===== src/rtl/counter_cmd_arbiter_pkg.sv =====
// Shared definitions for the display-counter command arbiter.
//   CMD_W          : opcode width carried on each requester's cmd lane
//   CMD_NOP..LOAD  : opcode encodings; 110/111 are reserved
//   state_e        : arbiter FSM states
package counter_cmd_arbiter_pkg;

  localparam int CMD_W = 3;

  localparam logic [CMD_W-1:0] CMD_NOP   = 3'b000;
  localparam logic [CMD_W-1:0] CMD_CLEAR = 3'b001;
  localparam logic [CMD_W-1:0] CMD_RUN   = 3'b010;
  localparam logic [CMD_W-1:0] CMD_STOP  = 3'b011;
  localparam logic [CMD_W-1:0] CMD_STEP  = 3'b100;
  localparam logic [CMD_W-1:0] CMD_LOAD  = 3'b101;

  typedef enum logic [1:0] {
    ST_IDLE = 2'd0,
    ST_EXEC = 2'd1,
    ST_ACK  = 2'd2
  } state_e;

endpackage


===== src/rtl/counter_cmd_arbiter_if.sv =====
// Requester-side 4-phase handshake bundle, one lane per requester.
//   req  : level request (requester clock domain)
//   cmd  : opcode, stable while req is high
//   data : LOAD value, stable while req is high
//   ack  : level acknowledge (arbiter clock domain)
// master = requesters, slave = arbiter.
interface counter_cmd_arbiter_if
  import counter_cmd_arbiter_pkg::*;
#(
  parameter int N_REQ = 4,
  parameter int WIDTH = 8
) ();

  logic [N_REQ-1:0]            req;
  logic [N_REQ-1:0][CMD_W-1:0] cmd;
  logic [N_REQ-1:0][WIDTH-1:0] data;
  logic [N_REQ-1:0]            ack;

  modport master (output req, cmd, data, input ack);
  modport slave  (input req, cmd, data, output ack);

endinterface


===== src/rtl/counter_cmd_arbiter_req_sync.sv =====
// Single-bit multi-flop synchroniser with asynchronous clear.
//   slower_clock : destination clock
//   rst          : async active-high clear
//   d_i          : asynchronous level input
//   q_o          : synchronised level
module req_sync #(
  parameter int SYNC_STAGES = 2
) (
  input  logic slower_clock,
  input  logic rst,
  input  logic d_i,
  output logic q_o
);

  logic [SYNC_STAGES-1:0] sync_q;

  always_ff @(posedge slower_clock or posedge rst) begin
    if (rst) sync_q <= '0;
    else     sync_q <= {sync_q[SYNC_STAGES-2:0], d_i};
  end

  assign q_o = sync_q[SYNC_STAGES-1];

endmodule


===== src/rtl/counter_cmd_arbiter.sv =====
// Round-robin command arbiter in front of the shared display counter.
//   slower_clock : block clock
//   rst          : async active-high reset
//   bus          : N_REQ req/cmd/data/ack handshake lanes (slave side)
//   count_o      : counter value
//   running_o    : auto-increment enabled
//   wrap_o       : one-cycle pulse when count steps from all-ones to 0
//   cmd_err_o    : one-cycle pulse when a reserved opcode executes
//   grant_id_o   : last/current granted requester
module counter_cmd_arbiter
  import counter_cmd_arbiter_pkg::*;
#(
  parameter int N_REQ       = 4,
  parameter int WIDTH       = 8,
  parameter int SYNC_STAGES = 2
) (
  input  logic                       slower_clock,
  input  logic                       rst,
  counter_cmd_arbiter_if.slave       bus,
  output logic [WIDTH-1:0]           count_o,
  output logic                       running_o,
  output logic                       wrap_o,
  output logic                       cmd_err_o,
  output logic [$clog2(N_REQ)-1:0]   grant_id_o
);

  localparam int GW = $clog2(N_REQ);

  // Returns {found, index}: first pending requester at or above ptr,
  // wrapping. Scanning downward lets the entry nearest ptr win.
  function automatic logic [GW:0] rr_pick(input logic [N_REQ-1:0] pend,
                                          input logic [GW-1:0]    ptr);
    logic [GW:0]   res;
    logic [GW-1:0] sel;
    int            idx;
    res = '0;
    for (int k = N_REQ-1; k >= 0; k--) begin
      idx = (int'(ptr) + k) % N_REQ;
      sel = GW'(idx);
      if (pend[sel]) res = {1'b1, sel};
    end
    return res;
  endfunction

  logic [N_REQ-1:0] req_s;
  logic [N_REQ-1:0] ack_vec;
  logic             exec;
  logic [GW:0]      pick;

  state_e           state_q, state_d;
  logic [GW-1:0]    grant_q, grant_d;
  logic [GW-1:0]    ptr_q,   ptr_d;
  logic [CMD_W-1:0] cmd_q,   cmd_d;
  logic [WIDTH-1:0] data_q,  data_d;

  logic [WIDTH-1:0] count_q,   count_d;
  logic             running_q, running_d;
  logic             wrap_q,    wrap_d;
  logic             err_q,     err_d;

  // Only req crosses domains; cmd/data are held stable by the protocol
  // from before req rises until ack is seen, so they are sampled raw.
  req_sync #(.SYNC_STAGES(SYNC_STAGES)) u_sync [N_REQ-1:0] (
    .slower_clock (slower_clock),
    .rst          (rst),
    .d_i          (bus.req),
    .q_o          (req_s)
  );

  assign pick = rr_pick(req_s & ~ack_vec, ptr_q);

  // FSM state register (also holds the latched command)
  always_ff @(posedge slower_clock or posedge rst) begin
    if (rst) begin
      state_q <= ST_IDLE;
      grant_q <= '0;
      ptr_q   <= '0;
      cmd_q   <= CMD_NOP;
      data_q  <= '0;
    end else begin
      state_q <= state_d;
      grant_q <= grant_d;
      ptr_q   <= ptr_d;
      cmd_q   <= cmd_d;
      data_q  <= data_d;
    end
  end

  // FSM next state
  always_comb begin
    state_d = state_q;
    grant_d = grant_q;
    ptr_d   = ptr_q;
    cmd_d   = cmd_q;
    data_d  = data_q;
    case (state_q)
      ST_IDLE: begin
        if (pick[GW]) begin
          grant_d = pick[GW-1:0];
          cmd_d   = bus.cmd[pick[GW-1:0]];
          data_d  = bus.data[pick[GW-1:0]];
          state_d = ST_EXEC;
        end
      end
      ST_EXEC: state_d = ST_ACK;
      ST_ACK: begin
        // Release only once the requester has dropped req; the served
        // requester then becomes lowest priority.
        if (!req_s[grant_q]) begin
          state_d = ST_IDLE;
          ptr_d   = (grant_q == GW'(N_REQ-1)) ? '0 : grant_q + 1'b1;
        end
      end
      default: state_d = ST_IDLE;
    endcase
  end

  // FSM outputs
  always_comb begin
    ack_vec = '0;
    exec    = 1'b0;
    case (state_q)
      ST_EXEC: exec = 1'b1;
      ST_ACK:  ack_vec[grant_q] = 1'b1;
      default: ;
    endcase
  end

  // Counter datapath. The free-running increment uses the registered
  // running flag, so RUN starts counting next cycle while STOP kills the
  // increment in its own cycle. STEP while running is just the normal
  // increment, so no double step.
  always_comb begin
    logic             inc;
    logic             ld;
    logic [WIDTH-1:0] ld_val;
    inc       = running_q;
    ld        = 1'b0;
    ld_val    = '0;
    count_d   = count_q;
    running_d = running_q;
    wrap_d    = 1'b0;
    err_d     = 1'b0;
    if (exec) begin
      case (cmd_q)
        CMD_NOP:   ;
        CMD_CLEAR: ld = 1'b1;
        CMD_RUN:   running_d = 1'b1;
        CMD_STOP:  begin running_d = 1'b0; inc = 1'b0; end
        CMD_STEP:  inc = 1'b1;
        CMD_LOAD:  begin ld = 1'b1; ld_val = data_q; end
        default:   err_d = 1'b1;
      endcase
    end
    if (ld) begin
      count_d = ld_val;
    end else if (inc) begin
      count_d = count_q + 1'b1;
      wrap_d  = (count_q == '1);
    end
  end

  always_ff @(posedge slower_clock or posedge rst) begin
    if (rst) begin
      count_q   <= '0;
      running_q <= 1'b0;
      wrap_q    <= 1'b0;
      err_q     <= 1'b0;
    end else begin
      count_q   <= count_d;
      running_q <= running_d;
      wrap_q    <= wrap_d;
      err_q     <= err_d;
    end
  end

  assign bus.ack    = ack_vec;
  assign count_o    = count_q;
  assign running_o  = running_q;
  assign wrap_o     = wrap_q;
  assign cmd_err_o  = err_q;
  assign grant_id_o = grant_q;

endmodule


===== src/flat_wrapper.sv =====
// flat-port wrapper written by rule: the top's interface ports become plain ports
module counter_cmd_arbiter_flat import counter_cmd_arbiter_pkg::*;
#(
  parameter int N_REQ       = 4,
  parameter int WIDTH       = 8,
  parameter int SYNC_STAGES = 2
)
  (slower_clock, rst, count_o, running_o, wrap_o, cmd_err_o, grant_id_o, bus_req, bus_cmd, bus_data, bus_ack);
  counter_cmd_arbiter_if #(.N_REQ(N_REQ), .WIDTH(WIDTH)) bus_i ();
  input  logic slower_clock;
  input  logic rst;
  output logic [WIDTH-1:0] count_o;
  output logic running_o;
  output logic wrap_o;
  output logic cmd_err_o;
  output logic [$clog2(N_REQ)-1:0] grant_id_o;
  input wire logic [$bits(bus_i.req)-1:0] bus_req;
  input wire logic [$bits(bus_i.cmd)-1:0] bus_cmd;
  input wire logic [$bits(bus_i.data)-1:0] bus_data;
  output wire logic [$bits(bus_i.ack)-1:0] bus_ack;
  assign bus_i.req = bus_req;
  assign bus_i.cmd = bus_cmd;
  assign bus_i.data = bus_data;
  assign bus_ack = bus_i.ack;
  counter_cmd_arbiter #(.N_REQ(N_REQ), .WIDTH(WIDTH), .SYNC_STAGES(SYNC_STAGES)) u_core (.slower_clock(slower_clock), .rst(rst), .bus(bus_i), .count_o(count_o), .running_o(running_o), .wrap_o(wrap_o), .cmd_err_o(cmd_err_o), .grant_id_o(grant_id_o));
endmodule

===== config.mk =====
export PLATFORM = sky130hd
export DESIGN_NAME = counter_cmd_arbiter_flat
export DESIGN_NICKNAME = d
export VERILOG_FILES = /design/src/rtl/counter_cmd_arbiter_pkg.sv /design/src/rtl/counter_cmd_arbiter_if.sv /design/src/rtl/counter_cmd_arbiter_req_sync.sv /design/src/rtl/counter_cmd_arbiter.sv /design/src/flat_wrapper.sv
export SDC_FILE = /design/constraint.sdc
export NUM_CORES = 1
export LEC_CHECK = 0
export CAP_MARGIN = 10
export CORE_MARGIN = 2
export CORE_UTILIZATION = 46
export CTS_BUF_LIST = sky130_fd_sc_hd__clkbuf_16
export CTS_CLUSTER_DIAMETER = 30
export CTS_CLUSTER_SIZE = 25
export DETAILED_ROUTE_END_ITERATION = 12
export PLACE_DENSITY = 0.8
export REMOVE_ABC_BUFFERS = 1
export SLEW_MARGIN = 20
export SYNTH_ARGS = -nofsm -noshare
export SYNTH_HDL_FRONTEND = slang
export SYNTH_SLANG_ARGS = --single-unit

===== constraint.sdc =====
create_clock -name slower_clock -period 3.2 [get_ports slower_clock]
set_clock_uncertainty 0.1 [all_clocks]
set_input_delay 0.48 -clock slower_clock [delete_from_list [all_inputs] [get_ports slower_clock]]
set_output_delay 0.48 -clock slower_clock [all_outputs]
set_load 0.05 [all_outputs]

==> images/placement.png <==
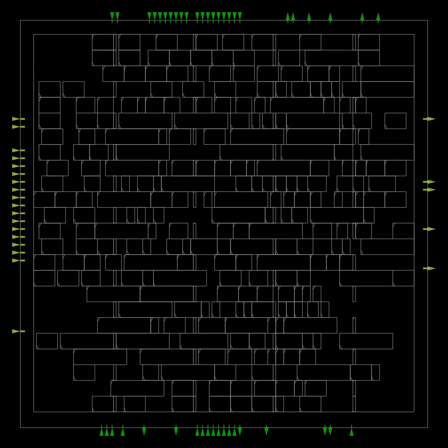
number of core rows: 24
post-layout utilization of the core: 0.672
flop count: 36

==> images/io_placement.png <==
Scale bar: 20 µm. Pins as bars across the die edge, other pins in gray.
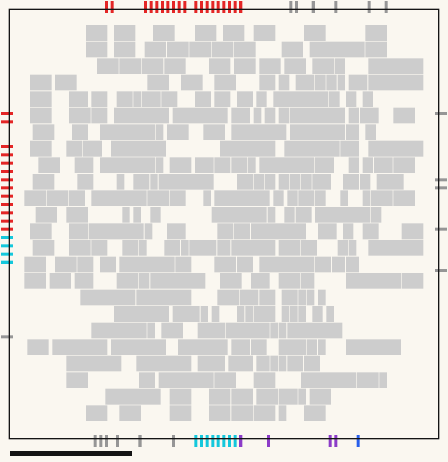
legend:
  blue:
    port: `rst`
    pins: 1
    direction: input
    edge: bottom
  purple:
    port: `bus_ack`
    pins: 4
    direction: output
    edge: bottom
  cyan:
    port: `bus_cmd`
    pins: 12
    direction: input
    edge: 8 bottom, 4 left
  red:
    port: `bus_data`
    pins: 32
    direction: input
    edge: 19 top, 13 left

-- state kept, by name, summed over array words and instances, names as in the netlist --
register	cells
u_core.data_q	8
u_core.wrap_o	1
u_core.state_q	2
u_core.cmd_err_o	1
u_core.u_sync.sync_q	8
u_core.running_o	1
u_core.cmd_q	3
u_core.grant_id_o	2
u_core.count_o	8
u_core.ptr_q	2
-- final cells by class --
class | count | area share
Timing Repair Buffer | 72 | 0.249
Sequential cell | 36 | 0.312
Clock inverter | 2 | 0.00434
Inverter | 10 | 0.0130
Multi-Input combinational cell | 144 | 0.356
Clock buffer | 5 | 0.0434
Tap cell | 52 | 0.0225
-- cell usage after synthesis (3+ instances only) --
master                      count
sky130_fd_sc_hd__nand2_1       12
sky130_fd_sc_hd__clkbuf_1       5
sky130_fd_sc_hd__a211oi_1      11
sky130_fd_sc_hd__nand3_1       14
sky130_fd_sc_hd__a2111oi_0     10
sky130_fd_sc_hd__nor2_1        16
sky130_fd_sc_hd__nor3b_1       13
sky130_fd_sc_hd__xnor2_1        3
sky130_fd_sc_hd__ha_1           5
sky130_fd_sc_hd__buf_6          3
sky130_fd_sc_hd__dfrtp_1       36
sky130_fd_sc_hd__mux2i_1       12
sky130_fd_sc_hd__o21ai_0       14
sky130_fd_sc_hd__inv_1         10
sky130_fd_sc_hd__xor2_1         4
-- power by group --
part	leakage, µW	total, µW	internal, µW	switching, µW
clock network	0.0000657	460	282	178
logic	0.000715	1350	548	803
registers	0.000430	839	629	210
total	0.00121	2650	1460	1190
-- through the flow --
stage / worst slack (ns) / instance area, µm² / power (µW) / instances
after floorplan: -0.196 / 1960 / 1690 / 190
after global placement: 0.657 / 2750 / 2130 / 314
after detailed placement: 0.477 / 2750 / 2180 / 314
after CTS: 0.386 / 2890 / 2650 / 321
after global routing: 0.248 / 2890 / 2810 / 321
final: 0.390 / 2890 / 2650 / 321
-- logic make-up (layout without fill, tap and decap cells) --
group,Yosys count,count (layout)
xor+xnor,7,7
buf+inv,20,89
compound gates,49,49
flops,36,36
mux,13,13
simple gates,70,70
fa+ha+maj,5,5
-- metal layers --
metal  share of wire  wire, µm
met1            0.44      2320
met2            0.51      2700
met3           0.047       251
met4          0.0064        34
met5               0         0
-- final timing paths --
| path | slack [ns] | depth (start not counted) | end | from |
|---|---|---|---|---|
| max | 0.39 | 9 | u_core.cmd_q[0]$_DFFE_PP0P_ | u_core.grant_id_o[0]$_DFFE_PP0P_ |
| min | 0.25 | 0 | u_core.u_sync[1].sync_q[1]$_DFF_PP0_ | u_core.u_sync[1].sync_q[0]$_DFF_PP0_ |
| max reg2reg | 0.39 | 9 | u_core.cmd_q[0]$_DFFE_PP0P_ | u_core.grant_id_o[0]$_DFFE_PP0P_ |
| min reg2reg | 0.25 | 0 | u_core.u_sync[1].sync_q[1]$_DFF_PP0_ | u_core.u_sync[1].sync_q[0]$_DFF_PP0_ |
| max in group asynchronous | 1.85 | 3 | u_core.grant_id_o[0]$_DFFE_PP0P_ | rst |
| min in group asynchronous | 0.53 | 2 | u_core.state_q[0]$_DFFE_PP0P_ | rst |
==> Flow_metrics.wiki <==
=== Synthesis and place and route ===
{| class="wikitable"
! Metric !! Value
|-
| Count of final max-slew check failures || 0
|-
| Setup-violating endpoint count in the final report || 0
|-
| HPWL reported at the end of detailed placement || 3.90 mm
|-
| GR met2 Demand/Resource || 0.384
|-
| Async set or reset register ratio after synthesis || 1.00
|-
| Synthesis-to-finish area growth || 42.2%
|-
| Routed Antenna Nets || 0
|-
| Diodes inserted || 0
|-
| Leakage || 0.00121 µW
|-
| Main flop type after synthesis || sky130_fd_sc_hd__dfrtp_1
|-
| Total vias in the final route || 1,810
|-
| RD Place Congestion || 0.960
|-
| Final hold violation count || 0
|-
| Critical path cell sequence || inv_1 > ha_1 > nand3b_4 > and2_4 > a311o_1 > or2_1 > buf_12 > a2111oi_0 > a211oi_1
|-
| Number of buffers and inverters on the critical path || 2
|-
| Yosys Chip Area || 2030 µm²
|-
| Warning total across the stage logs || 28
|-
| Remaining global-route overflow || 0
|-
| Share of the clock period used by the worst path || 0.878
|-
| Final sum of negative setup slack || 0 ns
|-
| Global-route layer with the greatest usage || met2
|-
| First-pass detailed-route iteration total || 4
|-
| Filler instances || between 300 and 400
|-
| Met3 Usage GRT || 0.0361
|-
| Via count of the first global-routing pass || 1,769
|-
| # H-tree levels || 2
|-
| Max-Slew Margin vs Limit || 0.513
|-
| Most used logic cell in the final layout || sky130_fd_sc_hd__clkdlybuf4s50_1
|-
| Endpoint class of the critical path || flop
|-
| Gates resized, CTS repair || 0
|-
| Number of primary I/O pins || between 60 and 70
|-
| Peak supply drop || 0.382 mV
|-
| Clock latency on the worst-skew pair || between 0.2 and 0.3 ns
|-
| Compound-cell area share of the yosys netlist || 0.179
|-
| Core Density at Floorplan || 0.473
|-
| Number of buffer cells added on primary ports || 66
|-
| Number of violations of the max-capacitance limit || 0
|-
| Simple-gate share of the synthesized area || 0.195
|-
| Critical Path Start Type || flop
|-
| Total cells reported by yosys after synthesis || 200
|-
| Synth unique cells || 43
|-
| Crit path kind || flop to flop
|-
| Tightest Pin Transition || 0.730 ns
|-
| TritonCTS clock tree || done
|-
| Arrival time of the worst setup path || about 2.8 ns
|-
| Synthesized netlist cell count || 200
|-
| Logic area || about 1000 µm²
|-
| Clock buffer count from CTS || 5
|-
| Buffers from clock root to sink, at most || 2
|-
| Mean instance size in the synthesized netlist || 10.1 µm²
|-
| Count of synthesis-stage warnings from yosys || 0
|-
| Overall routed net length || between 5 and 6 mm
|-
| Share of synthesized cell area in full adder, half adder and majority cells || 0.0308
|-
| Synth top area share || 0.444
|-
| Die extent in y || 70.4 µm
|-
| Result of the run || completed
|-
| Global-route wire length before repair || around 8.7 mm
|-
| Area leader, netlist || sky130_fd_sc_hd__dfrtp_1
|-
| Leading cell types in the layout, fill and taps excluded || sky130_fd_sc_hd__clkdlybuf4s50_1, sky130_fd_sc_hd__dfrtp_1, sky130_fd_sc_hd__nor2_1
|-
| Post-synth tally of flip-flops with integrated enable || 0
|-
| Hold/Removal Path Class || flop to flop
|-
| Clock slew at the register clock pins of the worst setup and hold paths || 0.05 ns
|-
| Overall Global Routing Usage || 0.224
|-
| Synth logic family || simple AND/OR/NAND/NOR gates
|-
| FF+latch count, synth || 36
|-
| Root buf cell || sky130_fd_sc_hd__clkbuf_16
|-
| Width of the die || 70.4 µm
|-
| Maximum clock frequency || 356 MHz
|-
| Synth Area in XOR/XNOR || 0.0302
|-
| Antenna violations before repair || 0
|-
| Sequential-to-total area share from yosys stat || 0.444
|-
| Average wire per cell in the routed design || 16.5 µm
|-
| Cell with the largest stage delay on the worst path || sky130_fd_sc_hd__a2111oi_0
|-
| Average via count per standard cell || 5.64
|-
| Clock period minus worst slack || 2.81 ns
|-
| Power density over the cells || roughly 900 nW/µm²
|-
| Critical Path Max Stage Delay || 0.52 ns
|-
| Area enclosed by the die boundary || 4960 µm²
|-
| Clk sink count || 36
|}
Power is estimated from default activity; no workload was simulated.
